[config.mk]
export PLATFORM = sky130hd
export DESIGN_NAME = fm_tx_controller
export DESIGN_NICKNAME = d
export VERILOG_FILES = /design/src/rtl/fm_tx_controller.sv
export SDC_FILE = /design/constraint.sdc
export NUM_CORES = 1
export LEC_CHECK = 0
export ABC_AREA = 1
export CAP_MARGIN = 20
export CORE_MARGIN = 4
export CORE_UTILIZATION = 50
export CTS_CLUSTER_DIAMETER = 40
export DETAILED_ROUTE_END_ITERATION = 16
export MAX_ROUTING_LAYER = met4
export PLACE_DENSITY = 0.84
export SYNTH_ARGS = -nofsm -noshare
export SYNTH_HDL_FRONTEND = slang
export SYNTH_SLANG_ARGS = --single-unit
[constraint.sdc]
create_clock -name clk -period 2.28 [get_ports clk]
set_clock_uncertainty 0.15 [all_clocks]
set_input_delay 0.57 -clock clk [delete_from_list [all_inputs] [get_ports clk]]
set_output_delay 0.57 -clock clk [all_outputs]
set_load 0.01 [all_outputs]
[src/rtl/fm_tx_controller.sv]
// FM transmitter configuration/sequencing controller: byte-serial command port,
// shadow->active commit on audio tick, prescaler and audio pacing. Optional FM_SWEEP_EN.
`timescale 1ns/1ps
module fm_tx_controller #(
  parameter int             A       = 8,
  parameter int             N       = 18,
  parameter int             CW      = 2,
  parameter int             FW      = 4,
  parameter logic [15:0]    PRE_RST = 16'd63,
  parameter logic [N-1:0]   INC_RST = '0
) (
  input  logic          clk,
  input  logic          rst_n,
  input  logic [7:0]    cfg_data,
  input  logic          cfg_valid,
  output logic          cfg_ready,
  input  logic [A-1:0]  audio_in,
  input  logic          audio_valid,
  output logic [N-1:0]  acc_inc,
  output logic [CW-1:0] df_coef,
  output logic [FW-1:0] df_fact,
  output logic [A-1:0]  audio_out,
  output logic          sample_tick,
  output logic          tx_en,
  output logic          cfg_err
);

  typedef enum logic [1:0] {IDLE, DATA, COMMIT_WAIT} state_t;

  localparam logic [3:0] OP_INC    = 4'h1;
  localparam logic [3:0] OP_DF     = 4'h2;
  localparam logic [3:0] OP_PRE    = 4'h3;
  localparam logic [3:0] OP_COMMIT = 4'h4;
  localparam logic [3:0] OP_TXON   = 4'h5;
  localparam logic [3:0] OP_TXOFF  = 4'h6;
  localparam logic [3:0] OP_STEP   = 4'h7;

  state_t        state, state_nxt;
  logic [3:0]    op_q;
  logic [1:0]    bcnt;
  logic [3:0]    hdr_op;
  logic [1:0]    hdr_len;
  logic          hdr_known;
  logic          xfer, hdr, commit;

  logic [N-1:0]  inc_sh, inc_act;
  logic [15:0]   pre_sh, pre_act, pcnt;
  logic [CW-1:0] coef_sh, coef_act;
  logic [FW-1:0] fact_sh, fact_act;
  logic [A-1:0]  pend;
  logic [N+7:0]  inc_shift;
  logic [3:0]    df_hi;
`ifdef FM_SWEEP_EN
  logic [15:0]   step;
`endif

  assign cfg_ready   = (state != COMMIT_WAIT);
  assign xfer        = cfg_valid && cfg_ready;
  assign hdr         = xfer && (state == IDLE);
  assign hdr_op      = cfg_data[7:4];
  assign sample_tick = (pcnt == pre_act);
  assign commit      = (state == COMMIT_WAIT) && sample_tick;
  assign inc_shift   = {inc_sh, cfg_data};
  assign df_hi       = cfg_data[7:4];

  assign acc_inc = tx_en ? inc_act : '0;
  assign df_coef = coef_act;
  assign df_fact = fact_act;

  // Header decode: number of trailing data bytes and opcode validity.
  always_comb begin
    hdr_len   = 2'd0;
    hdr_known = 1'b1;
    case (hdr_op)
      OP_INC:    hdr_len = 2'd3;
      OP_DF:     hdr_len = 2'd1;
      OP_PRE:    hdr_len = 2'd2;
      OP_COMMIT, OP_TXON, OP_TXOFF: hdr_len = 2'd0;
`ifdef FM_SWEEP_EN
      OP_STEP:   hdr_len = 2'd2;
`endif
      default:   hdr_known = 1'b0;
    endcase
  end

  always_ff @(posedge clk or negedge rst_n) begin
    if (!rst_n) state <= IDLE;
    else        state <= state_nxt;
  end

  always_comb begin
    state_nxt = state;
    case (state)
      IDLE: begin
        if (hdr && hdr_known) begin
          if (hdr_op == OP_COMMIT)  state_nxt = COMMIT_WAIT;
          else if (hdr_len != 2'd0) state_nxt = DATA;
        end
      end
      DATA:        if (xfer && bcnt == 2'd1) state_nxt = IDLE;
      COMMIT_WAIT: if (sample_tick)          state_nxt = IDLE;
      default:     state_nxt = IDLE;
    endcase
  end

  // Command register file: shadow loads, header side effects, byte counter.
  always_ff @(posedge clk or negedge rst_n) begin
    if (!rst_n) begin
      op_q    <= '0;
      bcnt    <= '0;
      tx_en   <= 1'b0;
      cfg_err <= 1'b0;
      inc_sh  <= INC_RST;
      pre_sh  <= PRE_RST;
      coef_sh <= '0;
      fact_sh <= '0;
`ifdef FM_SWEEP_EN
      step    <= '0;
`endif
    end else if (hdr) begin
      op_q    <= hdr_op;
      bcnt    <= hdr_len;
      cfg_err <= !hdr_known;
      if (hdr_op == OP_TXON)  tx_en <= 1'b1;
      if (hdr_op == OP_TXOFF) tx_en <= 1'b0;
    end else if (xfer && state == DATA) begin
      bcnt <= bcnt - 2'd1;
      case (op_q)
        OP_INC: inc_sh <= inc_shift[N-1:0];
        OP_DF: begin
          fact_sh <= FW'(df_hi);
          coef_sh <= cfg_data[CW-1:0];
        end
        OP_PRE:  pre_sh <= {pre_sh[7:0], cfg_data};
`ifdef FM_SWEEP_EN
        OP_STEP: step   <= {step[7:0], cfg_data};
`endif
        default: ;
      endcase
    end
  end

  // Tick-aligned datapath: prescaler, commit of active settings, audio pacing.
  always_ff @(posedge clk or negedge rst_n) begin
    if (!rst_n) begin
      pcnt      <= '0;
      pre_act   <= PRE_RST;
      inc_act   <= INC_RST;
      coef_act  <= '0;
      fact_act  <= '0;
      pend      <= '0;
      audio_out <= '0;
    end else begin
      if (audio_valid) pend <= audio_in;
      if (sample_tick) begin
        pcnt      <= '0;
        audio_out <= tx_en ? pend : '0;
      end else begin
        pcnt <= pcnt + 16'd1;
      end
      if (commit) begin
        pre_act  <= pre_sh;
        inc_act  <= inc_sh;
        coef_act <= coef_sh;
        fact_act <= fact_sh;
      end
`ifdef FM_SWEEP_EN
      else if (sample_tick && step != 16'd0) begin
        inc_act <= inc_act + N'(step);
      end
`endif
    end
  end

endmodule

run_1/layer_met1.png
Supply wires on this layer in grey.
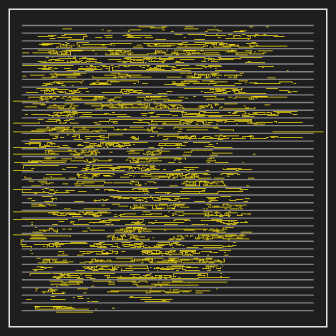
share of all routed wire: 42%
longest straight run: 50.1 µm
nets with wire on the layer: 693
wire length on this layer: 5210 µm
main direction: horizontal
Total Wirelength: 12.26 mm
Vias: 4502
met1 usage: 25.61%

run_1/clocks.png
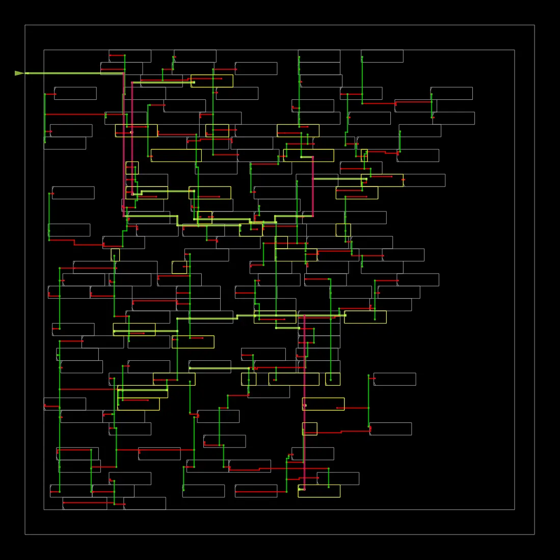
cts bufs inserted: 17
CLK BUF: 19
clk sinks: 122

run_1/layer_met4.png
Supply wires on this layer in grey.
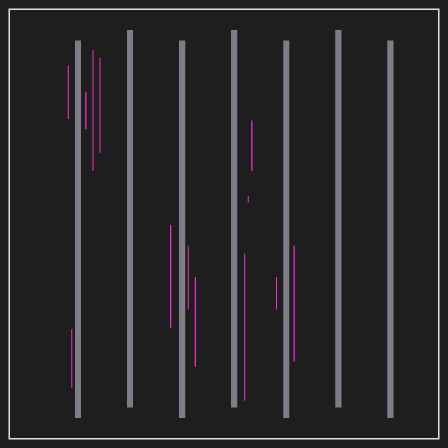
main direction: vertical
wire length on this layer: 250 µm
nets with wire on the layer: 11
share of all routed wire: 2.0%

==> results.json, run 1 <==
{
  "clock.fmax_mhz": 407.3,
  "portBuffers": 55,
  "insertion_delay_ps": 520,
  "status": "complete, but fails checks",
  "cts_setup_buffers": 1,
  "detail_route.iter0.violations": 290,
  "clk_path_buf_depth": 2,
  "cp_slowest_cell": "dfstp_2",
  "worst_slew_pin_slew_ps": 368.3,
  "fp_util_pct": 51.69,
  "setup_viol_count_final": 1,
  "ys_cells": 654,
  "layout_setup_ws_ps": -175.4,
  "synthAoiAreaFrac_pct": 8.427,
  "post-route-drc-count": 0,
  "post-route-min-period_ps": 2455,
  "cp-startpoint": "pre_act[0]",
  "finish.net_count": 758,
  "area_leaders": "dfrtp_1 (51%), nand2_1 (16%), dfstp_2 (5.9%), inv_1 (5.8%), o21ai_1 (4.6%)",
  "synth_top_cell_by_count": "nand2_1",
  "logic_gates": 411,
  "failed_checks": "setup timing"
}
--- run 2 (diff from run 1) ---
--- a/config.mk
+++ b/config.mk
@@ -7,12 +7,13 @@
 export LEC_CHECK = 0
 export ABC_AREA = 1
 export CAP_MARGIN = 20
-export CORE_MARGIN = 4
+export CORE_MARGIN = 2
 export CORE_UTILIZATION = 50
 export CTS_CLUSTER_DIAMETER = 40
 export DETAILED_ROUTE_END_ITERATION = 16
 export MAX_ROUTING_LAYER = met4
 export PLACE_DENSITY = 0.84
+export SETUP_SLACK_MARGIN = 0.02
 export SYNTH_ARGS = -nofsm -noshare
 export SYNTH_HDL_FRONTEND = slang
 export SYNTH_SLANG_ARGS = --single-unit
run_2/detail.png
Scale bar: 10 µm. Window x 39 to 69, y 39 to 69 µm. Cells in grey, sequential cells in the stronger grey; small squares are vias.
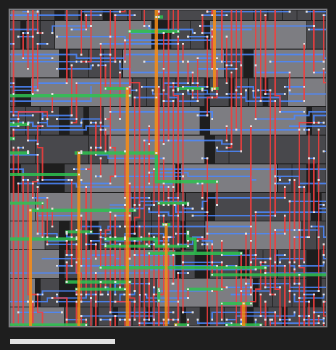
legend:
  red:
    layer: metal 2
  blue:
    layer: metal 1
  orange:
    layer: metal 4
  green:
    layer: metal 3
most frequent: nand2_1 (30), dfrtp_1 (14), inv_1 (11)
netlist names of flops here include: pre_sh (9), pre_act (3), inc_sh (2)
sequential cells in the window: 16
cells with their middle in the window: 93

==> run 2 against run 1 <==
  * The run still ends with setup timing left
  * Sequential share of layout area is 0.76 points lower
  * Flip-flop count unchanged
  * Utilization up 1.2 points
  * Critical path depth is the same
  * Sequential power about the same
  * Synthesized cell count unchanged
  * Final area increased by 1.8%
  * Register-to-register slack got worse by 180 ps
  * First-iteration DRC count increased by 57%
  * Largest cell class unchanged
  * Cell count increased by 1.0%
  * Maximum frequency fell by 3.1%
==> results.json, run 2 <==
{
  "status": "complete, but fails checks",
  "failed_checks": "setup timing",
  "cts_max_level": 4,
  "post-route-min-period_ps": 2534,
  "yosys.area.top_type_share_pct": 51.35,
  "synthAoiAreaFrac_pct": 8.427,
  "cap_violations": 0,
  "setup_viol_count_final": 1,
  "post-route-drc-count": 0,
  "cts_setup_buffers": 5,
  "cts.sinks": 122,
  "ys_cells": 654,
  "nClkBuffers": 24,
  "worst_slew_pin_slew_ps": 386.4,
  "numCtsBuffers": 17,
  "layout_setup_ws_ps": -253.9,
  "insertion_delay_ps": 520,
  "cp_slowest_cell": "dfstp_2",
  "fp_util_pct": 51.69,
  "detail_route.iter0.violations": 454,
  "synth_top_cell_by_count": "nand2_1"
}
run_2/layer_met1.png
Supply wires on this layer in grey.
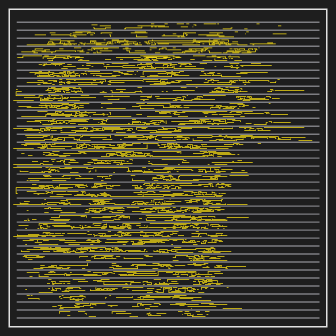
met1 usage: 27.08%
Total Wirelength: 14.01 mm
Vias: 4735

--- run 3 (diff from run 2) ---
--- a/config.mk
+++ b/config.mk
@@ -14,6 +14,7 @@
 export MAX_ROUTING_LAYER = met4
 export PLACE_DENSITY = 0.84
 export SETUP_SLACK_MARGIN = 0.02
+export SLEW_MARGIN = 25
 export SYNTH_ARGS = -nofsm -noshare
 export SYNTH_HDL_FRONTEND = slang
 export SYNTH_SLANG_ARGS = --single-unit
run_3/detail.png
Scale bar: 10 µm. Window x 39 to 69, y 39 to 69 µm. Cells in grey, sequential cells in the stronger grey; small squares are vias.
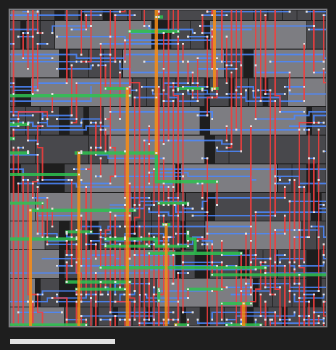
legend:
  orange:
    layer: metal 4
  red:
    layer: metal 2
  green:
    layer: metal 3
  blue:
    layer: metal 1
netlist names of flops here include: pre_sh (9), pre_act (3), inc_sh (2)
cells with their middle in the window: 93
sequential cells in the window: 16
most frequent: nand2_1 (30), dfrtp_1 (14), inv_1 (11)

==> run 3 against run 2 <==
  * The run still ends with setup timing left
  * Count of clock-buffer cells in the layout unchanged
  * Utilization unchanged
  * Worst hold slack unchanged
  * Final area unchanged
  * Maximum frequency unchanged
  * Clock power about the same
  * Cell count unchanged
  * Critical path depth unchanged
  * Die size unchanged
  * Critical path type unchanged
  * Largest power group unchanged
  * Highest routed layer unchanged
==> results.json, run 3 <==
{
  "cts.sinks": 122,
  "die_area_um2": 11560,
  "largest_class": "sequential cells",
  "p_int_mw": 5.571,
  "synth_top_cell_by_count": "nand2_1",
  "cp-startpoint": "pre_act[1]",
  "muxShareOfSynthArea_pct": 1.891,
  "insertion_delay_ps": 520,
  "status": "complete, but fails checks",
  "cap_violations": 0,
  "detail_route.iter0.violations": 454,
  "ys_sh_xor_pct": 0.1634,
  "overflow": 0,
  "grtUsageMet3_pct": 6.235,
  "post-route-min-period_ps": 2534,
  "post-route-drc-count": 0,
  "dr_total_vias": 4735,
  "worst_slew_pin_slew_ps": 386.4,
  "layout_setup_ws_ps": -253.9,
  "edf_count": 0,
  "synth-seq-cells": 122,
  "failed_checks": "setup timing",
  "gr-usage-met1_pct": 27.08,
  "synthAoiAreaFrac_pct": 8.427,
  "setup_viol_count_final": 1,
  "cts_setup_buffers": 5,
  "nClkBuffers": 24,
  "logic_gates": 411,
  "numCtsBuffers": 17,
  "fp_util_pct": 51.69,
  "wl_mm": 14.01
}
run_3/layer_met1.png
Supply wires on this layer in grey.
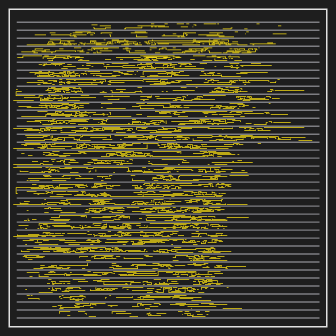
longest straight run: 23.5 µm
wire length on this layer: 5300 µm
share of all routed wire: 38%
main direction: horizontal


## Gallery

Wiring by layer.
Only two layers are drawn.
image #1
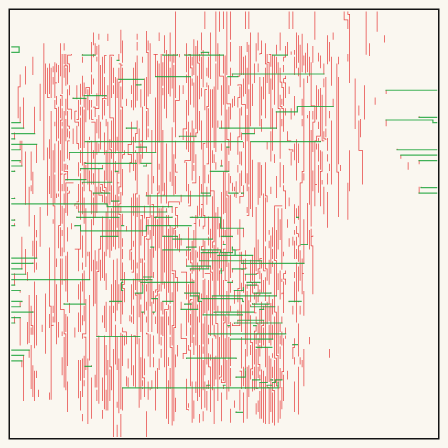
image #2
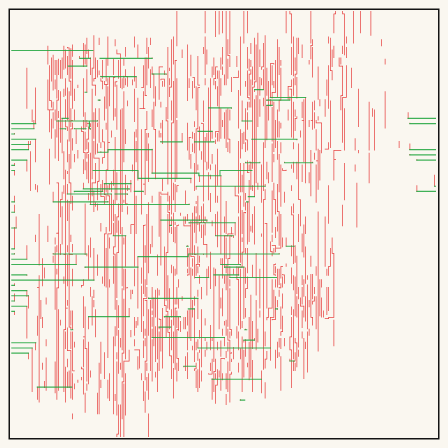
image #1: run 2
image #2: run 1

Key to image #2:
legend:
  red:
    layer: metal 2
    wire_length: 6110 µm
  green:
    layer: metal 3
    wire_length: 689 µm

Power is estimated from default activity; no workload was simulated.
